$ cat config.mk
export PLATFORM = sky130hd
export DESIGN_NAME = read_synch_flat
export DESIGN_NICKNAME = d
export VERILOG_FILES = /design/src/rtl/synch_pkg.sv /design/src/rtl/read_synch_if.sv /design/src/rtl/slc_edge_det.sv /design/src/rtl/read_synch.sv /design/src/flat_wrapper.sv
export SDC_FILE = /design/constraint.sdc
export NUM_CORES = 1
export LEC_CHECK = 0
export ABC_AREA = 1
export CAP_MARGIN = 20
export CORE_MARGIN = 1.5
export CORE_UTILIZATION = 40
export CTS_CLUSTER_DIAMETER = 80
export CTS_CLUSTER_SIZE = 20
export DETAILED_ROUTE_END_ITERATION = 10
export PLACE_DENSITY = 0.76
export SLEW_MARGIN = 20
export SYNTH_ARGS = -nofsm -noshare
export SYNTH_HDL_FRONTEND = slang
export SYNTH_SLANG_ARGS = --single-unit
$ cat constraint.sdc
create_clock -name clk -period 1.4 [get_ports clk]
set_input_delay 0.28 -clock clk [delete_from_list [all_inputs] [get_ports clk]]
set_output_delay 0.28 -clock clk [all_outputs]
set_load 0.01 [all_outputs]
$ cat src/rtl/synch_pkg.sv
// Shared definitions for the slow-device read/write synchronizers: state
// encodings, default widths and the timeout counter sizing helper.
package synch_pkg;

  typedef logic [2:0] state_t;

  localparam state_t ST_IDLE   = 3'd0;
  localparam state_t ST_ARM    = 3'd1;
  localparam state_t ST_STROBE = 3'd2;
  localparam state_t ST_DONE   = 3'd3;
  localparam state_t ST_HOLD   = 3'd4;

  localparam int DEF_DW      = 8;
  localparam int DEF_TIMEOUT = 255;

  // Counter must be able to hold TIMEOUT itself so it can saturate there.
  function automatic int cnt_width(input int t);
    return (t < 1) ? 1 : $clog2(t + 1);
  endfunction

endpackage

$ cat src/rtl/read_synch_if.sv
// Requester/device-side signal bundle of the read synchronizer.
interface read_synch_if
  import synch_pkg::*;
#(
  parameter int DW = DEF_DW
) ();
  logic          rd;
  logic          slc;
  logic [DW-1:0] din;
  logic          rd_en_n;
  logic [DW-1:0] dout;
  logic          valid;
  logic          busy;
  logic          timeout;

  modport slave (
    input  rd, slc, din,
    output rd_en_n, dout, valid, busy, timeout
  );

  modport master (
    output rd, slc, din,
    input  rd_en_n, dout, valid, busy, timeout
  );
endinterface

$ cat src/rtl/slc_edge_det.sv
// Slow-clock edge detector; READ_SYNCH_SLC_SYNC_EN inserts a 2-flop
// synchronizer ahead of the edge register for an asynchronous slc.
module slc_edge_det (
  input  logic clk,
  input  logic rst,
  input  logic slc,
  output logic rise,
  output logic fall
);
  logic s;
  logic slc_q;

`ifdef READ_SYNCH_SLC_SYNC_EN
  logic [1:0] sync;

  always_ff @(posedge clk or posedge rst)
    if (rst) sync <= '0;
    else     sync <= {sync[0], slc};

  assign s = sync[1];
`else
  assign s = slc;
`endif

  always_ff @(posedge clk or posedge rst)
    if (rst) slc_q <= 1'b0;
    else     slc_q <= s;

  assign rise = s & ~slc_q;
  assign fall = ~s & slc_q;
endmodule

$ cat src/rtl/read_synch.sv
// Fast-domain read of one word from an slc-clocked device: enable spans one
// full slc high phase, data captured on the fall. Optional: READ_SYNCH_SLC_SYNC_EN.
module read_synch
  import synch_pkg::*;
#(
  parameter int DW      = DEF_DW,
  parameter int TIMEOUT = DEF_TIMEOUT
) (
  input logic         clk,
  input logic         rst,
  read_synch_if.slave bus
);
  localparam int             CW       = cnt_width(TIMEOUT);
  localparam logic [CW-1:0]  CNT_MAX  = CW'(TIMEOUT);
  localparam logic [CW-1:0]  CNT_LAST = CW'(TIMEOUT - 1);

  state_t        state;
  logic [CW-1:0] cnt;
  logic [CW-1:0] cnt_inc;
  logic          expire;
  logic [DW-1:0] dout_r;
  logic          to_r;
  logic          rise;
  logic          fall;

  slc_edge_det u_edge (
    .clk  (clk),
    .rst  (rst),
    .slc  (bus.slc),
    .rise (rise),
    .fall (fall)
  );

  // Shared ARM+STROBE budget; the bump that hits TIMEOUT also aborts.
  assign expire  = (cnt >= CNT_LAST);
  assign cnt_inc = (cnt == CNT_MAX) ? cnt : cnt + CW'(1);

  always_ff @(posedge clk or posedge rst) begin
    if (rst) begin
      state  <= ST_IDLE;
      cnt    <= '0;
      dout_r <= '0;
      to_r   <= 1'b0;
    end else begin
      case (state)
        ST_IDLE:
          if (bus.rd) begin
            state <= ST_ARM;
            cnt   <= '0;
            to_r  <= 1'b0;
          end
        ST_ARM:
          // Only a true rise arms the strobe, so a phase already high is skipped.
          if (rise) state <= ST_STROBE;
          else begin
            cnt <= cnt_inc;
            if (expire) begin
              state <= ST_HOLD;
              to_r  <= 1'b1;
            end
          end
        ST_STROBE:
          if (fall) begin
            state  <= ST_DONE;
            dout_r <= bus.din;
          end else begin
            cnt <= cnt_inc;
            if (expire) begin
              state <= ST_HOLD;
              to_r  <= 1'b1;
            end
          end
        ST_DONE:
          state <= ST_HOLD;
        ST_HOLD:
          if (!bus.rd) state <= ST_IDLE;
        default:
          state <= ST_IDLE;
      endcase
    end
  end

  assign bus.rd_en_n = (state != ST_STROBE);
  assign bus.busy    = (state != ST_IDLE);
  assign bus.valid   = (state == ST_DONE);
  assign bus.dout    = dout_r;
  assign bus.timeout = to_r;
endmodule

$ cat src/flat_wrapper.sv
// flat-port wrapper written by rule: the top's interface ports become plain ports
module read_synch_flat import synch_pkg::*;
#(
  parameter int DW      = DEF_DW,
  parameter int TIMEOUT = DEF_TIMEOUT
)
  (clk, rst, bus_rd, bus_slc, bus_din, bus_rd_en_n, bus_dout, bus_valid, bus_busy, bus_timeout);
  read_synch_if #(.DW(DW)) bus_i ();
  input logic clk;
  input logic rst;
  input wire logic [$bits(bus_i.rd)-1:0] bus_rd;
  input wire logic [$bits(bus_i.slc)-1:0] bus_slc;
  input wire logic [$bits(bus_i.din)-1:0] bus_din;
  output wire logic [$bits(bus_i.rd_en_n)-1:0] bus_rd_en_n;
  output wire logic [$bits(bus_i.dout)-1:0] bus_dout;
  output wire logic [$bits(bus_i.valid)-1:0] bus_valid;
  output wire logic [$bits(bus_i.busy)-1:0] bus_busy;
  output wire logic [$bits(bus_i.timeout)-1:0] bus_timeout;
  assign bus_i.rd = bus_rd;
  assign bus_i.slc = bus_slc;
  assign bus_i.din = bus_din;
  assign bus_rd_en_n = bus_i.rd_en_n;
  assign bus_dout = bus_i.dout;
  assign bus_valid = bus_i.valid;
  assign bus_busy = bus_i.busy;
  assign bus_timeout = bus_i.timeout;
  read_synch #(.DW(DW), .TIMEOUT(TIMEOUT)) u_core (.clk(clk), .rst(rst), .bus(bus_i));
endmodule
**Ports around the boundary**

(4 px per um) Pins as bars across the die edge, other pins in grey.
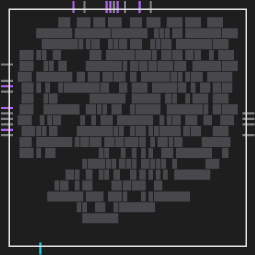
Key: cyan = clk [pins 1, direction input, edge bottom]; purple = bus_dout [pins 8, direction output, edge 5 top, 3 left]

==> qor.log <==
INFO  final_timing   worst_hold_slack=279ps
INFO  power_and_ir_drop combinationalPowerShare=0.599
INFO  finish         comb_area_share=0.412
INFO  synthesis      yosys.area.top_type=sky130_fd_sc_hd__dfrtp_1
INFO  finish         data_buffer_area_share=0.220
INFO  min_path       hp-class=primary input to asynchronous set/reset pin
INFO  power_and_ir_drop pwr-share-seq=0.300
INFO  final_timing   final-max-slew-violation-count=0
INFO  worst_setup_path worst_setup_path_startpoint=u_core.state[2]$_DFFE_PP0P_
INFO  power_and_ir_drop power_switching=1320uW
INFO  placement      dpl.cell_count=236
INFO  power_and_ir_drop power.largest_group=combinational logic
INFO  worst_setup_path crit_end=u_core.bus.timeout$_DFFE_PP0P_
INFO  finish         layout_cells_sized_above_1=0.361
INFO  worst_setup_path required=1620ps
INFO  power_and_ir_drop clkPwrFrac=0.101
INFO  synthesis      synth_seq_share=0.421
INFO  clock_tree     cts_inserted_buffers=3
INFO  finish         clkCellAreaFrac=0.0149
INFO  synthesis      synth.top_cell.area_share=0.421
INFO  synthesis      synth_simple_gate_area_share=0.438
INFO  global_routing grt_use_met3=0.0132
INFO  worst_setup_path cp_cell_sequence=buf_6 > nor2_4 > nand2_2 > buf_6 > nor2_4 > inv_2 > nand2_2 > nor2_4 > nand2_2 > o21ai_2
INFO  routing        finalWirelength=2940um
INFO  placement      buffer_ports.inserted=23
INFO  power_and_ir_drop p_leak=0.000958uW
INFO  global_routing antenna_found_initial=0
INFO  synthesis      synth.most_common_cell=sky130_fd_sc_hd__nand2_1
INFO  final_timing   fin_ws=-73.5ps
INFO  routing        detail_route.wirelength.met1=1330um
INFO  finish         layoutNonFillerInstCount=241
INFO  die            initial_core_util=0.415
INFO  global_routing grt_start_max_net_pins=22
INFO  placement      place_congestion=0.811
INFO  routing        routed_wirelength_normalized_by_instance_count=12.2um
INFO  global_routing track_usage=0.168
INFO  clock_tree     ctsRootBufferMaster=sky130_fd_sc_hd__clkbuf_4
INFO  final_timing   rsz0062_at_grt=yes
INFO  worst_setup_path timing.critical_path.depth=10
INFO  power_and_ir_drop peakVddDrop=0.748mV
INFO  run_status     run_status=finished, violations left
INFO  finish         area_dominant_class=multi-input combinational cells
INFO  run_status     violations_in_the_final_reports=negative setup slack
INFO  finish         area.combinational=761um^2
INFO  power_and_ir_drop clock_net_power=304uW
INFO  final_timing   setup_viol_count_final=12
INFO  clock_tree     tritoncts=done
INFO  worst_setup_path r2r.worst_path.cells=10
INFO  finish         buffers_excl_clock=43
INFO  power_and_ir_drop p_int=1700uW
INFO  synthesis      post_synthesis_async_set_or_reset_flop_share=1.00
INFO  power_and_ir_drop powerDensity=1640nW/um^2
INFO  worst_setup_path crit_path_max_fanout=4
INFO  synthesis      post_synth_instance_area=1250um^2
INFO  finish         layout.sequential_cells=21
INFO  clock_tree     ctsResizeCount=44
INFO  die            overall_chip_area=3460um^2
INFO  finish         clock_buffers=3
INFO  final_timing   final_hold_viol_count=0
INFO  synthesis      count_of_flip_flops_with_a_built_in_enable_after_synthesis=0
INFO  final_timing   timing.setup.tns=-388ps
INFO  routing        num_vias=1153
**Sequential cells coloured by netlist name**

(4 px per um)
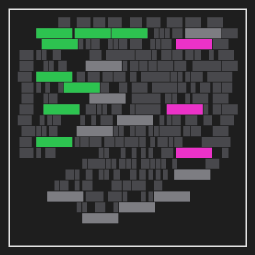
Key: magenta = u_core.state [sequential cells 3]; green = u_core.bus.dout [sequential cells 8, where upper left]
Another 10 sequential cells are not coloured.

Power figures rest on the tool's default switching activity, not on a simulated workload.
